==> run_1/met1.png <==
Bar = 20 µm. Supply wires on this layer in grey.
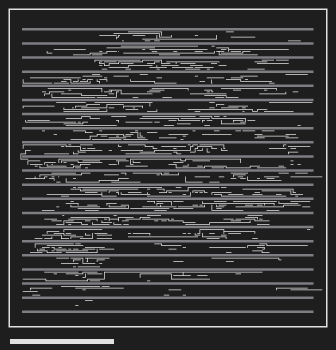
==> run_1/metal_stack.png <==
Bar = 20 µm. Only two layers are drawn.
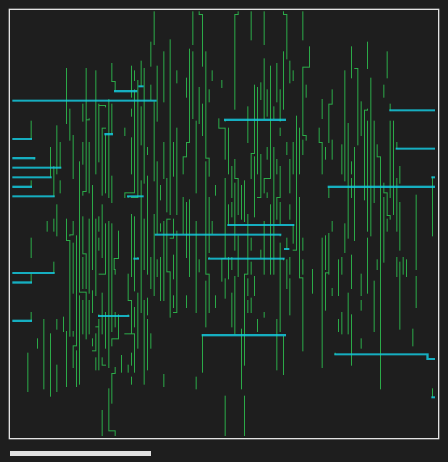
==> run_1/final_placement.png <==
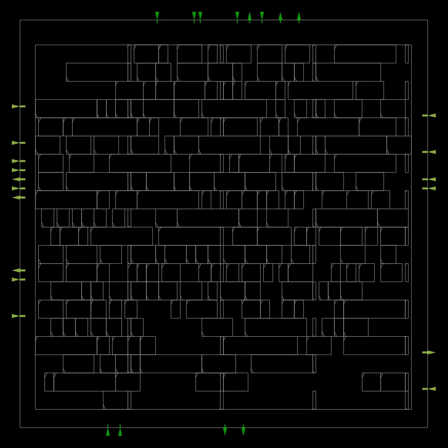
==> run_1/cell_classes.png <==
Fill, decap, tap and diode cells in grey.
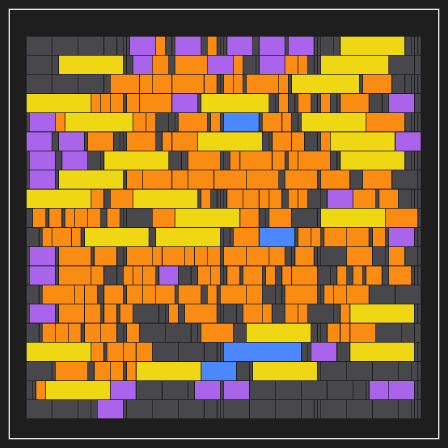
===== src/rtl/count_seq_if.sv =====
// Configuration channel of count_seq: bounds and bounce limit offered with a
// valid/ready handshake, plus the one-cycle rejection pulse.
interface count_seq_if;
    logic       cfg_valid;
    logic       cfg_ready;
    logic [3:0] cfg_lo;
    logic [3:0] cfg_hi;
    logic [3:0] cfg_bounces;
    logic       cfg_err;

    modport master (
        output cfg_valid,
        output cfg_lo,
        output cfg_hi,
        output cfg_bounces,
        input  cfg_ready,
        input  cfg_err
    );

    modport slave (
        input  cfg_valid,
        input  cfg_lo,
        input  cfg_hi,
        input  cfg_bounces,
        output cfg_ready,
        output cfg_err
    );
endinterface


===== src/rtl/count_seq.sv =====
// Bouncing up/down counter between configurable bounds with run/pause/step
// control and an optional number of direction reversals before completion.
module count_seq (
    input  logic        clk,
    input  logic        reset,
    count_seq_if.slave  cfg,
    input  logic        start,
    input  logic        pause,
    input  logic        step,
    input  logic        stop,
    output logic [3:0]  out,
    output logic        dir,
    output logic        busy,
    output logic        done
);
    typedef enum logic [1:0] {
        IDLE  = 2'd0,
        RUN   = 2'd1,
        PAUSE = 2'd2
    } state_t;

    state_t     state_reg;
    logic [3:0] out_reg;
    logic       dir_reg;
    logic [3:0] rev_reg;
    logic [3:0] lo_reg;
    logic [3:0] hi_reg;
    logic [3:0] limit_reg;
    logic       done_reg;
    logic       cfg_err_reg;
    logic       busy_reg;

    logic       cfg_ok;
    logic       cfg_take;
    logic [3:0] start_lo;
    logic [3:0] rev_inc;
    logic [3:0] adv_out;
    logic       adv_dir;
    logic [3:0] adv_rev;
    logic       adv_end;

    assign cfg_ok   = cfg.cfg_lo < cfg.cfg_hi;
    assign cfg_take = cfg.cfg_valid && (state_reg == IDLE) && cfg_ok;
    // A start in the same cycle as an accepted transfer begins at the new lower bound.
    assign start_lo = cfg_take ? cfg.cfg_lo : lo_reg;
    assign rev_inc  = rev_reg + 4'd1;

    // One advance of the sweep; at a bound the reversal may end the sweep instead.
    always_comb begin
        adv_out = out_reg;
        adv_dir = dir_reg;
        adv_rev = rev_reg;
        adv_end = 1'b0;
        if (!dir_reg) begin
            if (out_reg < hi_reg) begin
                adv_out = out_reg + 4'd1;
            end else begin
                adv_rev = rev_inc;
                adv_dir = 1'b1;
                if ((limit_reg != 4'd0) && (rev_inc == limit_reg)) begin
                    adv_end = 1'b1;
                end else begin
                    adv_out = out_reg - 4'd1;
                end
            end
        end else begin
            if (out_reg > lo_reg) begin
                adv_out = out_reg - 4'd1;
            end else begin
                adv_rev = rev_inc;
                adv_dir = 1'b0;
                if ((limit_reg != 4'd0) && (rev_inc == limit_reg)) begin
                    adv_end = 1'b1;
                end else begin
                    adv_out = out_reg + 4'd1;
                end
            end
        end
    end

    always_ff @(posedge clk or negedge reset) begin
        if (!reset) begin
            state_reg   <= IDLE;
            out_reg     <= 4'd0;
            dir_reg     <= 1'b0;
            rev_reg     <= 4'd0;
            lo_reg      <= 4'd0;
            hi_reg      <= 4'd15;
            limit_reg   <= 4'd0;
            done_reg    <= 1'b0;
            cfg_err_reg <= 1'b0;
            busy_reg    <= 1'b0;
        end else begin
            done_reg    <= 1'b0;
            cfg_err_reg <= 1'b0;
            case (state_reg)
                IDLE: begin
                    if (cfg.cfg_valid) begin
                        if (cfg_ok) begin
                            lo_reg    <= cfg.cfg_lo;
                            hi_reg    <= cfg.cfg_hi;
                            limit_reg <= cfg.cfg_bounces;
                        end else begin
                            cfg_err_reg <= 1'b1;
                        end
                    end
                    if (start) begin
                        out_reg   <= start_lo;
                        dir_reg   <= 1'b0;
                        rev_reg   <= 4'd0;
                        state_reg <= RUN;
                        busy_reg  <= 1'b1;
                    end
                end
                RUN: begin
                    if (stop) begin
                        state_reg <= IDLE;
                        busy_reg  <= 1'b0;
                    end else if (pause) begin
                        state_reg <= PAUSE;
                    end else begin
                        out_reg <= adv_out;
                        dir_reg <= adv_dir;
                        rev_reg <= adv_rev;
                        if (adv_end) begin
                            state_reg <= IDLE;
                            busy_reg  <= 1'b0;
                            done_reg  <= 1'b1;
                        end
                    end
                end
                PAUSE: begin
                    if (stop) begin
                        state_reg <= IDLE;
                        busy_reg  <= 1'b0;
                    end else if (start) begin
                        state_reg <= RUN;
                    end else if (step) begin
                        out_reg <= adv_out;
                        dir_reg <= adv_dir;
                        rev_reg <= adv_rev;
                        if (adv_end) begin
                            state_reg <= IDLE;
                            busy_reg  <= 1'b0;
                            done_reg  <= 1'b1;
                        end
                    end
                end
                default: begin
                    state_reg <= IDLE;
                    busy_reg  <= 1'b0;
                end
            endcase
        end
    end

    assign cfg.cfg_ready = (state_reg == IDLE);
    assign cfg.cfg_err   = cfg_err_reg;
    assign out           = out_reg;
    assign dir           = dir_reg;
    assign busy          = busy_reg;
    assign done          = done_reg;
endmodule


===== src/flat_wrapper.sv =====
// flat-port wrapper written by rule: the top's interface ports become plain ports
module count_seq_flat 
  (clk, reset, start, pause, step, stop, out, dir, busy, done, cfg_cfg_valid, cfg_cfg_lo, cfg_cfg_hi, cfg_cfg_bounces, cfg_cfg_ready, cfg_cfg_err);
  count_seq_if cfg_i ();
  input  logic clk;
  input  logic reset;
  input  logic start;
  input  logic pause;
  input  logic step;
  input  logic stop;
  output logic [3:0] out;
  output logic dir;
  output logic busy;
  output logic done;
  input wire logic [$bits(cfg_i.cfg_valid)-1:0] cfg_cfg_valid;
  input wire logic [$bits(cfg_i.cfg_lo)-1:0] cfg_cfg_lo;
  input wire logic [$bits(cfg_i.cfg_hi)-1:0] cfg_cfg_hi;
  input wire logic [$bits(cfg_i.cfg_bounces)-1:0] cfg_cfg_bounces;
  output wire logic [$bits(cfg_i.cfg_ready)-1:0] cfg_cfg_ready;
  output wire logic [$bits(cfg_i.cfg_err)-1:0] cfg_cfg_err;
  assign cfg_i.cfg_valid = cfg_cfg_valid;
  assign cfg_i.cfg_lo = cfg_cfg_lo;
  assign cfg_i.cfg_hi = cfg_cfg_hi;
  assign cfg_i.cfg_bounces = cfg_cfg_bounces;
  assign cfg_cfg_ready = cfg_i.cfg_ready;
  assign cfg_cfg_err = cfg_i.cfg_err;
  count_seq u_core (.clk(clk), .reset(reset), .cfg(cfg_i), .start(start), .pause(pause), .step(step), .stop(stop), .out(out), .dir(dir), .busy(busy), .done(done));
endmodule

===== config.mk =====
export PLATFORM = sky130hd
export DESIGN_NAME = count_seq_flat
export DESIGN_NICKNAME = d
export VERILOG_FILES = /design/src/rtl/count_seq_if.sv /design/src/rtl/count_seq.sv /design/src/flat_wrapper.sv
export SDC_FILE = /design/constraint.sdc
export NUM_CORES = 1
export LEC_CHECK = 0
export CORE_MARGIN = 2
export CORE_UTILIZATION = 55
export CTS_BUF_LIST = sky130_fd_sc_hd__clkbuf_8
export CTS_CLUSTER_SIZE = 14
export DETAILED_ROUTE_END_ITERATION = 6
export GPL_ROUTABILITY_DRIVEN = 0
export PLACE_DENSITY = 0.91
export SYNTH_ARGS = -nofsm -noshare
export SYNTH_HDL_FRONTEND = slang
export SYNTH_SLANG_ARGS = --single-unit

===== constraint.sdc =====
create_clock -name clk -period 3.27 [get_ports clk]
set_clock_uncertainty 0.2 [all_clocks]
set_input_delay 0.654 -clock clk [delete_from_list [all_inputs] [get_ports clk]]
set_output_delay 0.654 -clock clk [all_outputs]
set_load 0.02 [all_outputs]

==> out/results.tsv, run 1 <==
metric	value	unit
hpwl dp	3005	µm
1st-pass router iterations	4	
Port-buffer cells	27	
Core ar.	3053	µm²
Synth area leader	dfrtp_1	
flop-to-flop setup slack	0.66	ns
pwr dens	1040	nW/µm²
FF+latch area	655.6	µm²
Reg-to-Reg Start	u_core.out[1]	
RSZ-0062 raised after global routing	no	
Signal buffers	30	
Slowest-stage cell, CP	clkdlybuf4s50_1	
Post-CTS Resized	0	
Buf+Inv Stages, Crit Path	3	
metal2 WL	1867	µm
Setup crit end	u_core.out[0]	
total tool warning count	30	
Hold Crit Class	reg2reg	
WP data arrival	2.79	ns
Critical Path Source	cfg_cfg_hi[2]	
slowest stage delay, CP	0.45	ns
element type at the critical path end	register	
Synth Cell Area	1777	µm²
Chip Area, Yosys	1777	µm²
status	finished clean	
Final Max Tran Viols	0	
Iter 0 DRT Violations	48	
simple share	16.06	%
switching portion of total power	44.01	%
PnR worst setup slack	0.4548	ns
setup_tns	0	ns
area growth from synthesis to layout	21.83	%
met3 Use GR	5.544	%
tap cells	44	
NonClk Buf Share	13.53	%
total CTS buffers	3	
synth warn	0	
delay-heaviest family, CP	buffers and inverters	
CTS H-tree depth	1	
Top Usage Layer GRT	met2	
Via density	5.525	
Min-Delay Startpoint	u_core.hi_reg[3]	
Seq/Total Area, Yosys	36.90	%
Logic pwr share	59.1	%
Top power group	combinational cells	
yosys cell count	193	
clock network power	0.276	mW
cells after synthesis	193	
Synth async-reset ratio	100.0	%
top cell type's share of synthesized area	30.99	%
syn_area_per_cell	9.206	µm²
Die ar.	3701	µm²
worst-margin pin slew	0.4044	ns
clock network share of area	3.295	%
clock sinks	26	
Area-dominant class	multi-input combinational cells	
yosys xor share	2.958	%
f_max	0.3552	GHz
share of cells above drive strength 1	12.22	%
number of global-route vias before repair	1397	
met1 WL	1758	µm
crit path DRT	3.24	ns
comb pwr	1.33	mW
## Picture notes: met1.png
The layer holds 45% of the routed length. The longest straight run is 30.4 µm. 230 nets have wire on it.
met1 GRT Util: 29.93%
DR vias: 1464

## Picture notes: metal_stack.png
Green marks met2, wire length 1870 µm. Cyan marks met3, wire length 167 µm.

## Picture notes: final_placement.png
fraction of area in registers: 30.29%
Placement Rows: 20
Layout Cells excl Fill: 265
Final Util: 70.90%

## Picture notes: cell_classes.png
Orange marks all other logic, cells 161. Blue marks clock drivers and dummy loads, cells 4. Yellow marks flops, cells 26. Purple marks other buffers and delay cells, cells 30.

==> run_1/wire_density.png <==
Bar = 20 µm. 12 x 12 tiles, from black (low) to pale yellow (high), scaled to the fullest tile. Values are wire area over tile area, all layers added.
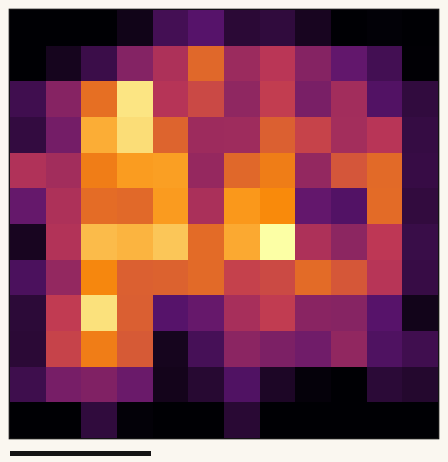

## Run 2: what changed since run 1
==> constraint.sdc (replaced) <==
create_clock -name clk -period 3.27 [get_ports clk]
set_clock_uncertainty 0.2 [all_clocks]
set_input_delay 0.981 -clock clk [delete_from_list [all_inputs] [get_ports clk]]
set_output_delay 0.981 -clock clk [all_outputs]
set_load 0.02 [all_outputs]
==> run_2/wire_density.png <==
Bar = 20 µm. 12 x 12 tiles, from black (low) to pale yellow (high), scaled to the fullest tile. Values are wire area over tile area, all layers added.
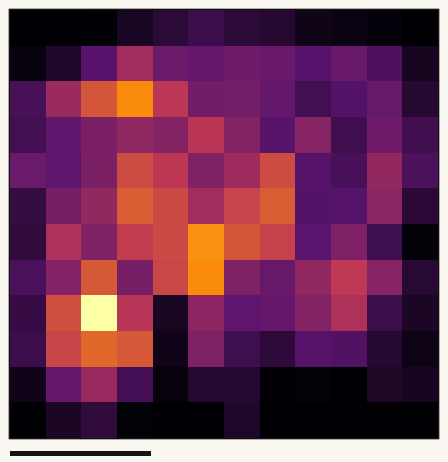
The mean over all tiles is 0.16. The fullest tile reaches 0.60. 15% of the tiles are over half the peak. 13% of the tiles are nearly empty.
DR vias: 1502
final wirelength: 3759 µm
routed length per instance: 13.97 µm

==> run 2 against run 1 <==
Compared with the run above: setup slack worse by 0.34 ns; final cell count increased by 1.5%; largest power group unchanged; critical path type unchanged; count of clock-buffer cells in the layout did not move; synthesized cell count unchanged; sequential power about the same.
==> out/results.tsv, run 2 <==
metric	value	unit
Top Usage Layer GRT	met2	
Synth Cell Area	1777	µm²
yosys cell count	193	
number of max-cap violations	0	
sequential share of power	28.8	%
fa+ha+maj area frac	11.97	%
sequential cell count	26	
Logic pwr share	59.3	%
Port-buffer cells	27	
element type at the critical path end	register	
switching portion of total power	43.33	%
number of global-route vias before repair	1428	
cells after synthesis	193	
post-CTS setup buffer count	0	
Synth async-reset ratio	100.0	%
Placement Rows	20	
worst-margin pin slew	0.3886	ns
Int Pwr	1.271	mW
Final Util	71.89	%
CP Depth	9	
clock network share of area	3.250	%
fraction of area in registers	29.87	%
status	finished clean	
Signal buffers	34	
WP data arrival	3.11	ns
comb pwr	1.33	mW
Final Max Tran Viols	0	
RSZ-0062 raised after global routing	no	
Chip Area, Yosys	1777	µm²
Slowest-stage cell, CP	clkdlybuf4s50_1	
Synth area leader	dfrtp_1	
metal2 WL	1828	µm
Placed Cells	265	
f_max	0.3172	GHz
FF+latch area	655.6	µm²
PnR worst setup slack	0.1172	ns
delay-heaviest family, CP	buffers and inverters	
area growth from synthesis to layout	23.52	%
syn_area_per_cell	9.206	µm²
share of cells above drive strength 1	13.78	%
Buf+Inv Stages, Crit Path	3	
top cell type's share of synthesized area	30.99	%
DIE HEIGHT	60.84	µm
hpwl dp	2895	µm
crit path DRT	3.23	ns
slowest stage delay, CP	0.46	ns
Critical Path Source	cfg_cfg_hi[2]	
critical path cell sequence	clkdlybuf4s50_1 -> inv_1 -> ha_1 -> o21a_1 -> o2bb2ai_1 -> nand3_1 -> buf_4 -> mux2_2 -> a221o_1	
Iter 0 DRT Violations	55	
met1 GRT Util	28.34	%
total power	2.243	mW
Synth flops	26	
Seq/Total Area, Yosys	36.90	%
Hold Crit Class	reg2reg	
1st-pass router iterations	4	
Post-CTS Resized	0	
Signal inverters	19	
total CTS buffers	3	
met1 WL	1704	µm
Die ar.	3701	µm²
setup_tns	0	ns
flop-to-flop setup slack	0.67	ns
Top power group	combinational cells	
Reg-to-Reg Start	u_core.out[1]	
total tool warning count	30	
tap cells	44	
nets	262	
met3 Use GR	3.198	%
synth warn	0	
Area-dominant class	multi-input combinational cells	
Core ar.	3053	µm²
NonClk Buf Share	14.71	%
critical path class	in2reg	
Setup crit end	u_core.out[3]	
Layout Cells excl Fill	269	
CTS H-tree depth	1	
simple share	16.06	%
multi-input combinational area share	46.41	%
clock network power	0.268	mW
Power is estimated from default activity; no workload was simulated.
